`config.mk`:
```
export PLATFORM = sky130hd
export DESIGN_NAME = proj1_alu_seq
export DESIGN_NICKNAME = d
export VERILOG_FILES = /design/src/rtl/proj1_alu_seq.sv
export SDC_FILE = /design/constraint.sdc
export NUM_CORES = 1
export LEC_CHECK = 0
export ABC_CLOCK_PERIOD_IN_PS = 2320
export CAP_MARGIN = 30
export CELL_PAD_IN_SITES_DETAIL_PLACEMENT = 0
export CELL_PAD_IN_SITES_GLOBAL_PLACEMENT = 2
export CORE_AREA = 2 2 186 115
export DETAILED_ROUTE_END_ITERATION = 6
export DIE_AREA = 0 0 188 117
export GPL_ROUTABILITY_DRIVEN = 0
export PLACE_DENSITY = 0.87
export SLEW_MARGIN = 20
export SYNTH_ARGS = -nofsm -noshare
export SYNTH_HDL_FRONTEND = slang
export SYNTH_SLANG_ARGS = --single-unit
```
`constraint.sdc`:
```
create_clock -name clk -period 2.32 [get_ports clk]
set_input_delay 0.58 -clock clk [delete_from_list [all_inputs] [get_ports clk]]
set_output_delay 0.58 -clock clk [all_outputs]
set_load 0.1 [all_outputs]
```
`src/rtl/proj1_alu_seq.sv`:
```
// proj1_alu_seq: instruction sequencer in front of the project-1 ALU.
// Takes one instruction at a time over valid/ready, fetches operands from a
// small register file, drives the ALU, waits out its two-stage latency and
// writes the result plus C/N/Z back.
// Optional build macro: PROJ1_ALU_SEQ_ILLEGAL_TRAP_EN traps illegal opcodes
// with a one-cycle err_o pulse instead of issuing them to the ALU.
module proj1_alu_seq #(
    parameter int NREG = 8,
    parameter int AW   = 3
) (
    input  logic          clk,
    input  logic          rst,
    input  logic          instr_valid,
    output logic          instr_ready,
    input  logic [7:0]    instr_op,
    input  logic [AW-1:0] instr_rd,
    input  logic [AW-1:0] instr_rr,
    input  logic          ld_en,
    input  logic [AW-1:0] ld_addr,
    input  logic [7:0]    ld_data,
    input  logic [AW-1:0] dbg_addr,
    output logic [7:0]    dbg_data,
    output logic          done_o,
    output logic          err_o,
    output logic          c_o,
    output logic          n_o,
    output logic          z_o,
    output logic [7:0]    alu_opcode,
    output logic [7:0]    alu_data_rd,
    output logic [7:0]    alu_data_rr,
    output logic          alu_ci,
    input  logic [15:0]   alu_data_o,
    input  logic          alu_co,
    input  logic          alu_no,
    input  logic          alu_zo
);

    typedef enum logic [1:0] {IDLE, ISSUE, WAIT, WB} state_t;

    state_t        state, state_nxt;
    logic [7:0]    regs [NREG];
    logic [AW-1:0] rd_q;
    logic [AW-1:0] rd_hi;
    logic          mul_q;
    logic          illegal_q;
    logic          issue_ok;
    logic          accept;
    logic          ld_take;
    logic [7:0]    opa;
    logic [7:0]    opb;

    assign accept  = instr_valid && instr_ready;
    // Loads are only honoured while the sequencer is idle
    assign ld_take = ld_en && instr_ready;
    // High byte of a multiply goes to the next register, wrapping at NREG
    assign rd_hi   = rd_q + AW'(1);

    // Operands are captured at the accept edge, so a load on that same edge
    // has to be forwarded or the instruction would see the stale value
    assign opa = (ld_take && (ld_addr == instr_rd)) ? ld_data : regs[instr_rd];
    assign opb = (ld_take && (ld_addr == instr_rr)) ? ld_data : regs[instr_rr];

    assign dbg_data = regs[dbg_addr];

`ifdef PROJ1_ALU_SEQ_ILLEGAL_TRAP_EN
    function automatic logic op_legal(input logic [7:0] op);
        logic ok;
        ok = 1'b0;
        case (op[7:4])
            4'b0000, 4'b0100, 4'b1000, 4'b1001, 4'b1010: ok = 1'b1;
            4'b1011: ok = (op[1:0] == 2'b00);
            default: ok = (op[7:6] == 2'b11);
        endcase
        return ok;
    endfunction

    assign issue_ok = op_legal(instr_op);

    // Remember whether the accepted instruction must be trapped
    always_ff @(posedge clk or negedge rst) begin
        if (!rst) begin
            illegal_q <= 1'b0;
        end else if (accept) begin
            illegal_q <= !issue_ok;
        end
    end
`else
    assign issue_ok  = 1'b1;
    assign illegal_q = 1'b0;
`endif

    // State register
    always_ff @(posedge clk or negedge rst) begin
        if (!rst) begin
            state <= IDLE;
        end else begin
            state <= state_nxt;
        end
    end

    // Next-state logic: fixed ISSUE/WAIT/WB walk, trapped ops return from ISSUE
    always_comb begin
        state_nxt = state;
        case (state)
            IDLE:    if (instr_valid) state_nxt = ISSUE;
            ISSUE:   state_nxt = illegal_q ? IDLE : WAIT;
            WAIT:    state_nxt = WB;
            WB:      state_nxt = IDLE;
            default: state_nxt = IDLE;
        endcase
    end

    // Handshake and status outputs decoded from the state
    always_comb begin
        instr_ready = (state == IDLE);
        done_o      = (state == WB);
        err_o       = (state == ISSUE) && illegal_q;
    end

    // Latch destination and multiply flag for the writeback
    always_ff @(posedge clk or negedge rst) begin
        if (!rst) begin
            rd_q  <= '0;
            mul_q <= 1'b0;
        end else if (accept) begin
            rd_q  <= instr_rd;
            mul_q <= (instr_op[7:4] == 4'b0100);
        end
    end

    // ALU inputs load on accept and then hold through WAIT and WB
    always_ff @(posedge clk or negedge rst) begin
        if (!rst) begin
            alu_opcode  <= '0;
            alu_data_rd <= '0;
            alu_data_rr <= '0;
            alu_ci      <= 1'b0;
        end else if (accept && issue_ok) begin
            alu_opcode  <= instr_op;
            alu_data_rd <= opa;
            alu_data_rr <= opb;
            alu_ci      <= c_o;
        end
    end

    // Register file: idle-time loads and ALU writeback
    always_ff @(posedge clk or negedge rst) begin
        if (!rst) begin
            for (int i = 0; i < NREG; i++) begin
                regs[i] <= '0;
            end
        end else begin
            if (ld_take) begin
                regs[ld_addr] <= ld_data;
            end
            if (state == WB) begin
                regs[rd_q] <= alu_data_o[7:0];
                if (mul_q) begin
                    regs[rd_hi] <= alu_data_o[15:8];
                end
            end
        end
    end

    // Flags update only on writeback
    always_ff @(posedge clk or negedge rst) begin
        if (!rst) begin
            c_o <= 1'b0;
            n_o <= 1'b0;
            z_o <= 1'b0;
        end else if (state == WB) begin
            c_o <= alu_co;
            n_o <= alu_no;
            z_o <= alu_zo;
        end
    end

endmodule

```
met1.png
The bar under the picture is 50 um long. Supply wires on this layer in gray.
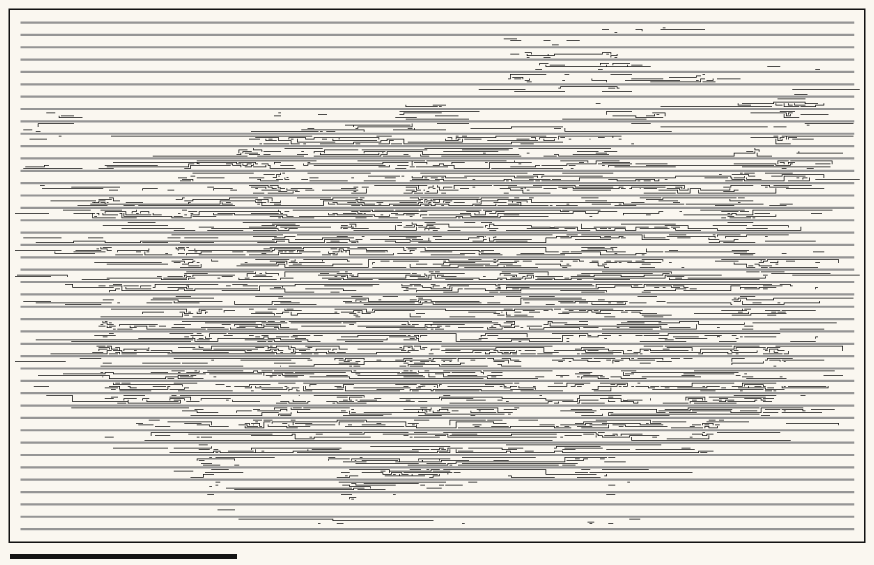
692 nets have wire on it. The layer holds 45% of the routed length. The longest straight run is 89.7 um.
Total Wirelength: 25,600 um
met1 usage: 0.351

met2.png
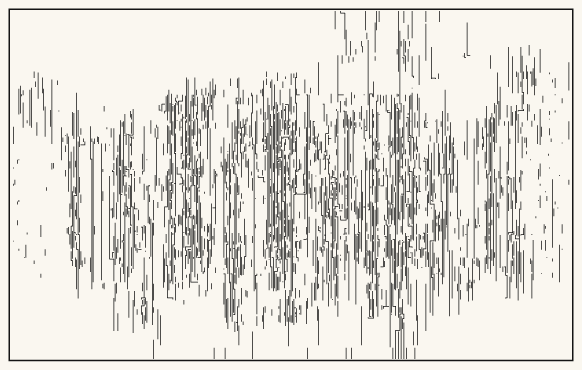
The layer carries 9,140 um of wire. The wires run mostly vertical. The layer holds 36% of the routed length. The longest straight run is 54.2 um. 642 nets have wire on it.
GR Util met2: 0.299
DR vias: 6,183

met3.png
The bar under the picture is 50 um long. Cells faint in the background.
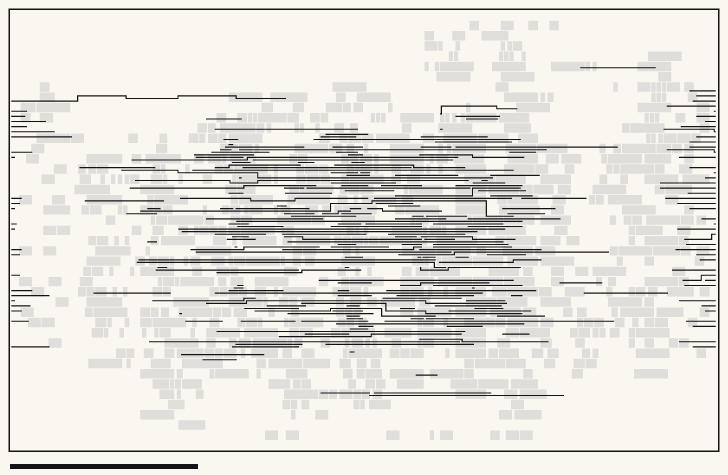
The layer carries 4,750 um of wire. The layer holds 19% of the routed length. The wires run mostly horizontal. The longest straight run is 86.5 um. 198 nets have wire on it.
GR met3 Demand/Resource: 0.144

==> impl_metrics.py <==
# Auto-generated metrics
metrics = {
    "placed_design": {
        "post-place-ws_ps": -589,
        "place_inst": 991,
        "place_area_um2": 8180,
    },
    "power": {
        "power_density_nw_per_um2": 1500,
        "p_int_mw": 6.31,
        "p_comb_frac": 0.590,
        "ir_drop_uv": 1040,
    },
    "final_layout": {
        "final-instance-count-excl-fill": 1010,
        "n_antenna_cell": 0,
        "final_area_um2": 8570,
    },
    "job": {
        "warnings": 31,
        "drv_cap": 0,
    },
    "final_timing": {
        "period_used_share": 1.04,
        "period_needed_ps": 2420,
        "skew_ps": 8.28,
        "setup_viol": 8,
        "tightest_slew_ps": 629,
        "report.final.slew_viol_count": 0,
        "slew_headroom": 0.579,
        "setup_ws_ps": -97.6,
    },
    "cts": {
        "cts_buffer_depth": 2,
        "cts_tree": "yes",
        "cts_made_buffers": 9,
    },
    "yosys": {
        "yosysWarnings": 0,
    },
    "setup_path": {
        "crit_type": "in2out",
        "r2r_slack_ps": 270,
        "r2r_cells": 5,
    },
    "global_routing": {
        "grt_max_degree": 48,
        "gr-total-overflow": 0,
    },
    "floorplan": {
        "core-area_um2": 20500,
        "fp_util": 0.322,
        "ios": 90,
    },
    "drt": {
        "first_pass_iters": 5,
    },
    "outcome": {
        "failed_checks": "negative setup slack",
        "status": "finished with violations",
    },
    "worst_hold_path": {
        "hold_path.class": "in2async",
    },
}
[logic make-up after synthesis]
kind of cell,share of synthesized area
adders and majority gates,0.00949
muxes,0.245
DFF,0.372
xor gates and xnor gates,0.0135
buffers and inverters,0.0498
and+or+nand+nor,0.122
AOI/OAI and AO/OA,0.188
other,0.000569
[sequential cells by signal, summed over array words and instances (netlist names)]
signal       cells
z_o              1
n_o              1
alu_ci           1
state            2
c_o              1
alu_data_rd      8
alu_data_rr      8
mul_q            1
rd_q             3
alu_opcode       8
regs            64
[per-stage QoR]
step | util | power [mW]
4_1_cts | 0.418 | 12.6
6_report | 0.419 | 12.9
5_1_grt | 0.419 | 13.3
3_5_place_dp | 0.400 | 10.9
3_3_place_gp | 0.400 | 10.7
2_1_floorplan | - | 8.26
[final cells by class]
| cell class | count | area (um^2) |
|---|---|---|
| flip-flops and latches | 98 | 2460 |
| clock inverters | 5 | 77.6 |
| clock buffers | 11 | 243 |
| repair buffers | 159 | 1590 |
| inverters | 2 | 7.51 |
| well taps | 279 | 349 |
| fillers | 1938 | 11900 |
| multi-input cells | 456 | 3840 |
[layout by cell type, fill, tap and decap left out, types with 20 or more instances in the layout]
cell / n
clkdlybuf4s50_1: 47
mux2i_1: 40
mux4_2: 48
nand2_1: 125
buf_4: 90
o22ai_1: 72
dfrtp_1: 88
buf_12: 20
a32oi_1: 40
a22oi_1: 32
[Yosys cell counts (2+ instances only)]
library cell	count	area [um^2]
inv_1	2	7.51
a21bo_1	8	80.1
nor3_1	2	10.0
or3b_1	2	17.5
nand2b_1	3	18.8
o22ai_1	72	450
a21oi_1	9	45.0
a22oi_1	32	240
clkbuf_1	23	86.3
nand3_1	4	20.0
nand3b_1	3	22.5
buf_4	5	37.5
nand2_1	125	469
o21a_1	2	15.0
and4_1	2	17.5
dfrtp_1	98	2450
mux2i_1	40	400
o21ai_1	10	50.1
a32oi_1	40	350
mux4_2	48	1080
nand2_2	2	12.5
or3_1	2	12.5
buf_1	27	101
nor3_4	3	48.8
nor2_1	4	15.0
buf_2	19	95.1
and3b_1	2	17.5
ha_1	5	62.6
and3_1	2	12.5
xnor2_1	7	61.3
mux2_2	12	135
nand4_1	3	18.8
[worst max-delay path: stages]
cell and delay, ps:
buf_12 90, buf_12 130, mux4_2 540, mux2_4 310, buf_12 170
[timing repair]
item | in CTS | in global routing
setup endpoints to repair | 8 | 8
resized | 19 | 9
setup buffers | 1 | 0
hold buffers | 0 | 0
endpoints found under the hold margin | 0 | 0
pin swaps | 0 | 0
cloned | 2 | 0
[metal layers]
metal,vias up,global-route usage,wire [um]
li1,2630,-,-
met1,3062,0.351,11600
met2,475,0.299,9140
met3,16,0.144,4750
met4,0,0.0294,127
met5,-,0,0
[power groups by stage]
| stage | combinational, mW | clock (mW) | sequential [mW] |
|---|---|---|---|
| finish | 7.60 | 1.66 | 3.62 |
| global route | 7.97 | 1.73 | 3.64 |
| CTS | 7.50 | 1.67 | 3.46 |
| detailed placement | 7.46 | 0 | 3.49 |
| global placement | 7.33 | 0 | 3.42 |
| floorplan | 3.61 | 0 | 4.65 |
Power figures rest on the tool's default switching activity, not on a simulated workload.
